Run 1, routing congestion map:
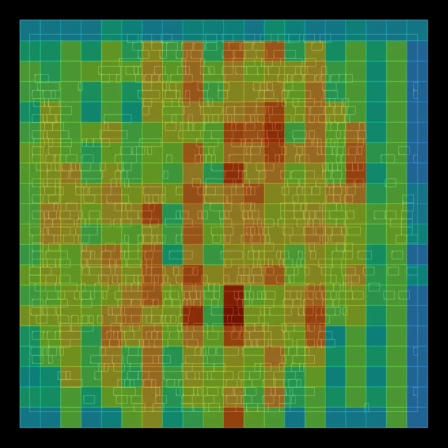
Run 1, sizing map:
(3 px per um)
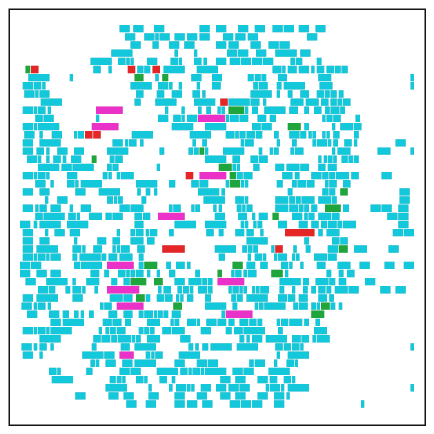
Run 1, gate-type map:
(3 px per um)
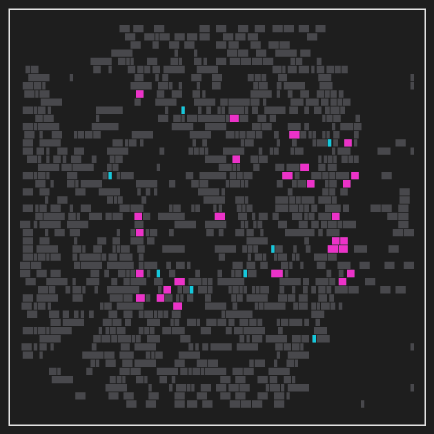
File: src/rtl/fetch_unit.sv
// fetch_unit: instruction-fetch stage for the single-cycle MIPS CPU.
// Holds the PC, fetches one word per instruction over a req/ready handshake,
// presents it to the decoder, and advances the PC when the datapath commits.
// Optional build macro: RETIRE_CNT_EN adds a 32-bit retired-instruction counter.
module fetch_unit #(
    parameter logic [31:0] RESET_PC = 32'h0000_0000
) (
    input  logic        clk,
    input  logic        rst_n,
    output logic        imem_req,
    output logic [31:0] imem_addr,
    input  logic        imem_ready,
    input  logic [31:0] imem_rdata,
    output logic [31:0] instr,
    output logic        instr_valid,
    output logic [31:0] pc,
    output logic [31:0] pc_plus4,
    input  logic        branch,
    input  logic        jump,
    input  logic        alu_zero,
    input  logic        commit,
    input  logic        stall
`ifdef RETIRE_CNT_EN
    ,
    output logic [31:0] retire_cnt
`endif
);

    typedef enum logic {
        FETCH = 1'b0,
        EXEC  = 1'b1
    } state_t;

    state_t      state_q, state_d;
    logic [31:0] pc_q, pc_d;
    logic [31:0] instr_q, instr_d;
    logic [31:0] next_pc;
    logic [31:0] branch_off;
    logic        commit_acc;

    assign pc_plus4   = pc_q + 32'd4;
    assign pc         = pc_q;
    assign imem_addr  = pc_q;
    assign instr      = instr_q;
    // Branch displacement: sign-extended word offset, already scaled to bytes.
    assign branch_off = {{14{instr_q[15]}}, instr_q[15:0], 2'b00};
    assign commit_acc = (state_q == EXEC) && commit && !stall;

    // Next-PC selection: jump beats a taken branch, which beats fall-through.
    always_comb begin
        next_pc = pc_plus4;
        if (jump) begin
            next_pc = {pc_plus4[31:28], instr_q[25:0], 2'b00};
        end else if (branch && alu_zero) begin
            next_pc = pc_plus4 + branch_off;
        end
    end

    // FSM next-state and outputs; stall freezes every transition.
    always_comb begin
        state_d     = state_q;
        pc_d        = pc_q;
        instr_d     = instr_q;
        imem_req    = 1'b0;
        instr_valid = 1'b0;
        case (state_q)
            FETCH: begin
                // Request is suppressed while reset is held low.
                imem_req = rst_n;
                if (imem_ready && !stall) begin
                    instr_d = imem_rdata;
                    state_d = EXEC;
                end
            end
            EXEC: begin
                instr_valid = 1'b1;
                if (commit_acc) begin
                    pc_d    = next_pc;
                    state_d = FETCH;
                end
            end
        endcase
    end

    // State, PC and instruction registers with synchronous active-low reset.
    always_ff @(posedge clk) begin
        if (!rst_n) begin
            state_q <= FETCH;
            pc_q    <= RESET_PC;
            instr_q <= 32'd0;
        end else begin
            state_q <= state_d;
            pc_q    <= pc_d;
            instr_q <= instr_d;
        end
    end

`ifdef RETIRE_CNT_EN
    logic [31:0] retire_cnt_q, retire_cnt_d;

    assign retire_cnt_d = commit_acc ? retire_cnt_q + 32'd1 : retire_cnt_q;
    assign retire_cnt   = retire_cnt_q;

    // Retired-instruction counter; wraps naturally at 2^32.
    always_ff @(posedge clk) begin
        if (!rst_n) begin
            retire_cnt_q <= 32'd0;
        end else begin
            retire_cnt_q <= retire_cnt_d;
        end
    end
`endif

endmodule

File: config.mk
export PLATFORM = sky130hd
export DESIGN_NAME = fetch_unit
export DESIGN_NICKNAME = d
export VERILOG_FILES = /design/src/rtl/fetch_unit.sv
export SDC_FILE = /design/constraint.sdc
export NUM_CORES = 1
export LEC_CHECK = 0
export CORE_MARGIN = 3
export CORE_UTILIZATION = 30
export CTS_CLUSTER_DIAMETER = 200
export DETAILED_ROUTE_END_ITERATION = 10
export MAX_ROUTING_LAYER = met4
export PLACE_DENSITY = 0.56
export REMOVE_ABC_BUFFERS = 1
export SYNTH_ARGS = -nofsm -noshare
export SYNTH_HDL_FRONTEND = slang
export SYNTH_SLANG_ARGS = --single-unit
File: constraint.sdc
create_clock -name clk -period 5.4 [get_ports clk]
set_input_delay 0.81 -clock clk [delete_from_list [all_inputs] [get_ports clk]]
set_output_delay 0.81 -clock clk [all_outputs]
set_load 0.005 [all_outputs]
==> results.toml, run 1 <==
# generated from flow reports
[final_layout]
fin_nets = 883
finalNonFillerCells = 1031
antenna_cells = 0

[grt]
grt_pass1_wl_mm = 27.5
grt_pass1_vias = 4962
antenna_found_initial = 0
grt_overflow = 0

[final_timing]
finClkSkew_ps = 7.56
worst_pin_slew_ps = 940
max_freq_mhz = 240
layout_worst_path_cycle_share_pct = 77.0
finalSetupTns_ps = 0

[logic_synthesis]
flop_cell = "dfxtp_1"
synth_area_um2 = 5240
synthArstFlopShare_pct = 0
yosysUniqueCellTypes = 64
ys_ff = 63
most_common_cell = "nand2_1"
common_cells = "nand2_1 (133), dfxtp_1 (63), a21oi_1 (41), buf_4 (36), ha_1 (36)"
synth.top_cell.area_share_pct = 24.1
syn_area_per_cell_um2 = 7.63
yosysWarnings = 0
netlist_instances = 687
edf_count = 0
yosys_area_um2 = 5240
yosysCellCount = 687

[clock_network]
clk_pin_slew_ps = 60
cts_root_buf = "clkbuf_16"
postCtsSetupBuffers = 0
clock_latency_ps = 330
clk_path_buf_depth = 2
ctsHoldBuffers = 0
numCtsBuffers = 9

[place]
dp_cells = 1015

[die]
rows = 47
chipArea_um2 = 19100
initCoreUtil_pct = 31.1
die_h_um = 138

[run]
maxCapViolations = 0

[power]
p_clk_share_pct = 44.5
powerDensity_nw_per_um2 = 182
p_int_uw = 957
power.share.combinational_pct = 16.8
swShare_pct = 25.9

[routing]
wl_mm = 17.5
drc = 0
vias = 5229
first_pass_iters = 5
drt_iter0_drc = 341

[setup_path]
crit_fanout = 8
crit_arrival_ps = 4380
path_class = "flip-flop to flip-flop"
cp-start-kind = "flip-flop"

[hold_path]
hold_class = "flip-flop to flip-flop"

[status]
outcome = "finished clean"
-- 'routing congestion map' (at the start) --
gr usage total: 18.1%
met3 global-route usage: 3.04%
most used routing layer in global routing: met2
Util after Layout: 42.3%

-- 'sizing map' (at the start) --
legend:
  red:
    size: drive 3 to 4
    cells: 10
  magenta:
    size: drive 6 and up
    cells: 11
  cyan:
    size: drive 1 or less
    cells: 766
  green:
    size: drive 2
    cells: 24
number of non-clock buffers in the layout: 171
Final WS setup: 1240 ps

-- 'gate-type map' (at the start) --
legend:
  cyan:
    family: inverters
    cells: 8
  magenta:
    family: AND-OR and OR-AND gates
    cells: 27
most frequent logic cell in the layout: clkdlybuf4s50_1
logic share of the area: 50.2%

-- run 1: routing by layer --
metal | vias to the layer above | part of all wire (%) | GRT usage (%)
li1 | 2631 | - | -
met1 | 2428 | 48 | 24.5
met2 | 162 | 46 | 28.6
met3 | 8 | 5.4 | 3.04
met4 | 0 | 0.54 | 3.33
met5 | - | 0 | -
-- run 1: power by group through the flow --
stage / combinational [mW] / clock [mW] / sequential [mW]
5_1_grt: 0.238 / 0.610 / 0.502
6_report: 0.217 / 0.574 / 0.500
4_1_cts: 0.219 / 0.588 / 0.500
3_3_place_gp: 0.219 / 0 / 0.510
3_5_place_dp: 0.217 / 0 / 0.510
2_1_floorplan: 0.0948 / 0 / 0.508
-- run 1: final cells by class --
cell class,instances,area (um^2)
Fill cell,1757,9710
Multi-Input combinational cell,553,3570
Timing Repair Buffer,171,1690
Sequential cell,63,1260
Tap cell,220,275
Clock buffer,12,246
Clock inverter,4,45.0
Inverter,8,30.0
-- run 1: stage by stage --
step | utilization [%] | hold slack, ps | cell area, um^2 | setup WS (ps)
6_report | 42.3 | 462 | 7110 | 1240
5_1_grt | 42.3 | 484 | 7110 | 867
4_1_cts | 42.3 | 469 | 7110 | 1260
3_5_place_dp | 40.6 | 461 | 6820 | 1270
3_3_place_gp | 40.6 | 453 | 6820 | 1470
2_1_floorplan | - | 460 | 4860 | 1680
-- run 1: critical path: stages (launching register included) --
cell and delay [ps]:
dfxtp_1 460, ha_1 250, and4_1 300, nand2_1 150, nor3_2 400, nand2_1 120
xnor2_1 290, ha_1 370, and2_1 180, a221o_1 310, a21oi_1 130, o21ai_0 150
o211a_1 250, a211oi_2 210, mux2i_1 240, xnor2_1 70, and2_1 150
-- run 1: cells by family (layout without fill, tap and decap cells) --
| group | Yosys count | in the layout | synth area share, % |
|---|---|---|---|
| other | 1 | 6 | 0.0716 |
| AND-OR/OR-AND | 194 | 194 | 25.9 |
| XOR/XNOR | 53 | 53 | 8.86 |
| multiplexers | 4 | 4 | 0.764 |
| flip-flops | 63 | 63 | 24.1 |
| AND/OR/NAND/NOR | 259 | 259 | 23.1 |
| buffers and inverters | 76 | 195 | 8.24 |
| adder cells (fa/ha/maj) | 37 | 37 | 8.98 |
-- run 1: sequential cells by signal, summed over array words and instances (netlist names) --
signal     count
instr         32
state_q        1
imem_addr     30
-- run 1: path summary, 6_finish.rpt --
path,slack (ps),to,depth (start not counted),startpoint
setup / recovery,1240,imem_addr[31],16,imem_addr[2]
hold / removal,460,instr[28],2,instr[28]
setup reg to reg,1240,imem_addr[31],16,imem_addr[2]
hold reg to reg,460,instr[28],2,instr[28]
-- run 1: cell usage in the layout, fill, tap and decap left out, drive strengths merged, types with 20 or more instances in the layout --
cell type,instances
a21boi,33
a21oi,42
clkdlybuf4s50,162
dfxtp,63
ha,36
nand2,133
nor2,34
o21ai,41
xnor2,33
xor2,20
Run 1, the metal 2 layer:
(2 px per um) Cells faint in the background.
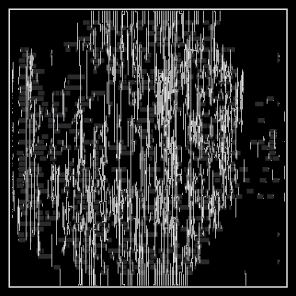

==> run 2: changes to the inputs <==
- PLACE_DENSITY: 0.56 -> 0.58
- clock period: 5.4 -> 3.6 ns (I/O delays scaled with it)
Run 2, the metal 2 layer:
(2 px per um) Cells faint in the background.
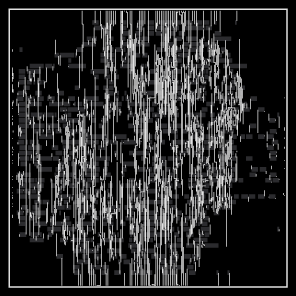
share of all routed wire: 45%
longest straight run: 70.6 um
M2 GR Usage: 29.4%
final wirelength: 18.6 mm
routed vias: 5,524

Run 2, M3 wires:
(2 px per um)
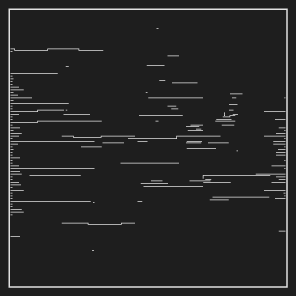
longest straight run: 41.6 um
main direction: horizontal
share of all routed wire: 5.9%
nets with wire on the layer: 120
wire length on this layer: 1,090 um
met3 global-route usage: 4.28%

==> run 2 against run 1 <==
  * Flip-flop count unchanged
  * Highest routed layer unchanged
  * Largest power group unchanged
  * Power rose by 48%
  * Synthesized cell count is the same
  * Synthesized area unchanged
==> results.toml, run 2 <==
# generated from flow reports
[clock_network]
numCtsBuffers = 9
clock_latency_ps = 330
ctsHoldBuffers = 0
clk_path_buf_depth = 2
cts_root_buf = "clkbuf_16"
clk_pin_slew_ps = 60

[logic_synthesis]
ys_ff = 63
synthArstFlopShare_pct = 0
synth_area_um2 = 5240
netlist_instances = 687
most_common_cell = "nand2_1"
flop_cell = "dfxtp_1"
yosys_area_um2 = 5240
edf_count = 0
synth.top_cell.area_share_pct = 24.1
syn_area_per_cell_um2 = 7.63

[final_layout]
layout_top_cells = "clkdlybuf4s50_1 (162), nand2_1 (133), buf_4 (81)"
final_core_util_pct = 46.3
largest_register_ff_count = 32
layout_top_cell = "clkdlybuf4s50_1"
antenna_cells = 0

[routing]
drt_iter0_drc = 352
first_pass_iters = 5
drc = 0

[power]
swShare_pct = 26.4
p_int_mw = 1.40
p_clk_share_pct = 41.7
power.share.combinational_pct = 19.1
powerDensity_nw_per_um2 = 245

[setup_path]
worstReg2RegStart = "imem_addr[14]"
cp-start-kind = "flip-flop"
timing.rr.end = "imem_addr[27]"
crit_required_ps = 3830
r2r_cells = 14
crit_fanout = 4
r2r_slack_ps = 150
path_class = "flip-flop to flip-flop"

[final_timing]
layout_worst_path_cycle_share_pct = 95.7
slew_headroom_pct = 54.9
hold_ws_ps = 461
finClkSkew_ps = 8.65
max_freq_mhz = 290

[hold_path]
hold_class = "flip-flop to flip-flop"
worstHoldEndpoint = "instr[26]"
min-delay-start = "instr[26]"
whs_path_depth = 2

[grt]
grt_pass1_vias = 5457
grtUsageTotal_pct = 19.4
grt_pass1_wl_mm = 29.5
grt_overflow = 0

[die]
die_h_um = 138
initCoreUtil_pct = 31.1
chipArea_um2 = 19100

[place]
dp_cells = 1086

[status]
outcome = "finished clean"

[run]
maxCapViolations = 0
Run 2, gate-type map:
(3 px per um)
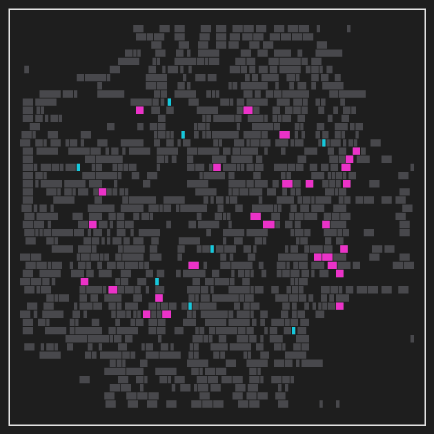
legend:
  magenta:
    family: AND-OR and OR-AND gates
    cells: 27
  cyan:
    family: inverters
    cells: 8
logic share of the area: 47.8%
Non-Filler Instances: 1,102

[run 2: kinds of logic (layout without fill, tap and decap cells)]
family,count (synthesis),after routing,synth area share (%)
fa+ha+maj,37,37,8.98
flops,63,63,24.1
other cells,1,6,0.0716
compound gates,194,194,25.9
mux,4,4,0.764
buf+inv,76,266,8.24
simple gates,259,259,23.1
xor+xnor,53,53,8.86
[run 2: layout make-up]
class / instances / area [um^2]
clock buffer: 13 / 260
multi-input combinational: 553 / 3720
clock inverter: 1 / 5.00
timing repair buffer: 244 / 2230
tap: 220 / 275
sequential: 63 / 1260
inverter: 8 / 30.0
fill: 1707 / 9030
[run 2: power by group through the flow]
stage / Clock [mW] / Sequential [mW] / Combinational (mW)
after detailed placement: 0 / 0.761 / 0.354
after floorplan: 0 / 0.762 / 0.142
after CTS: 0.814 / 0.747 / 0.357
final: 0.795 / 0.747 / 0.363
after global placement: 0 / 0.761 / 0.356
after global routing: 0.847 / 0.751 / 0.398
[run 2: per-stage QoR]
stage	worst slack [ps]	cell area [um^2]	setup TNS, ps
5_1_grt	-54.4	7790	-86.1
3_3_place_gp	26.5	7350	0
6_report	155	7790	0
3_5_place_dp	12.7	7350	0
2_1_floorplan	-125	4860	-138
4_1_cts	22.1	7630	0
[run 2: worst max-delay path, stage by stage, from the launching register on]
cell and delay, ps:
dfxtp_1 330, and4_4 240, nand4_1 130, or3_4 400
buf_4 170, nor2_1 130, xor2_1 100, ha_1 340
nand3_1 170, a2111oi_4 440, nor2_1 130, o21ai_1 250
xnor2_1 180, a221oi_2 80, a22o_1 250
[run 2: repair_timing]
action | in CTS | in global routing
resized | 2 | 29
endpoints found under the setup margin | 2 | 15
pin swaps | 0 | 8
setup buffers | 0 | 2
[run 2: worst max path at each step]
stage / endpoint / start / cells after the start
2_1_floorplan: imem_addr[31] / imem_addr[11] / 15
3_3_place_gp: imem_addr[31] / imem_addr[2] / 16
3_5_place_dp: imem_addr[31] / imem_addr[2] / 16
4_1_cts: imem_addr[31] / imem_addr[2] / 15
5_1_grt: imem_addr[31] / imem_addr[13] / 15
6_report: imem_addr[27] / imem_addr[14] / 14
[run 2: layer usage]
layer  GRT usage [%]  up-vias  share of wire (%)
met3            4.28       16                5.9
li1                -     2766                  -
met5               -        -                  0
met4            4.63        0                1.3
met2            29.4      178                 45
met1            26.5     2564                 48
Power and IR drop assume default switching activity.
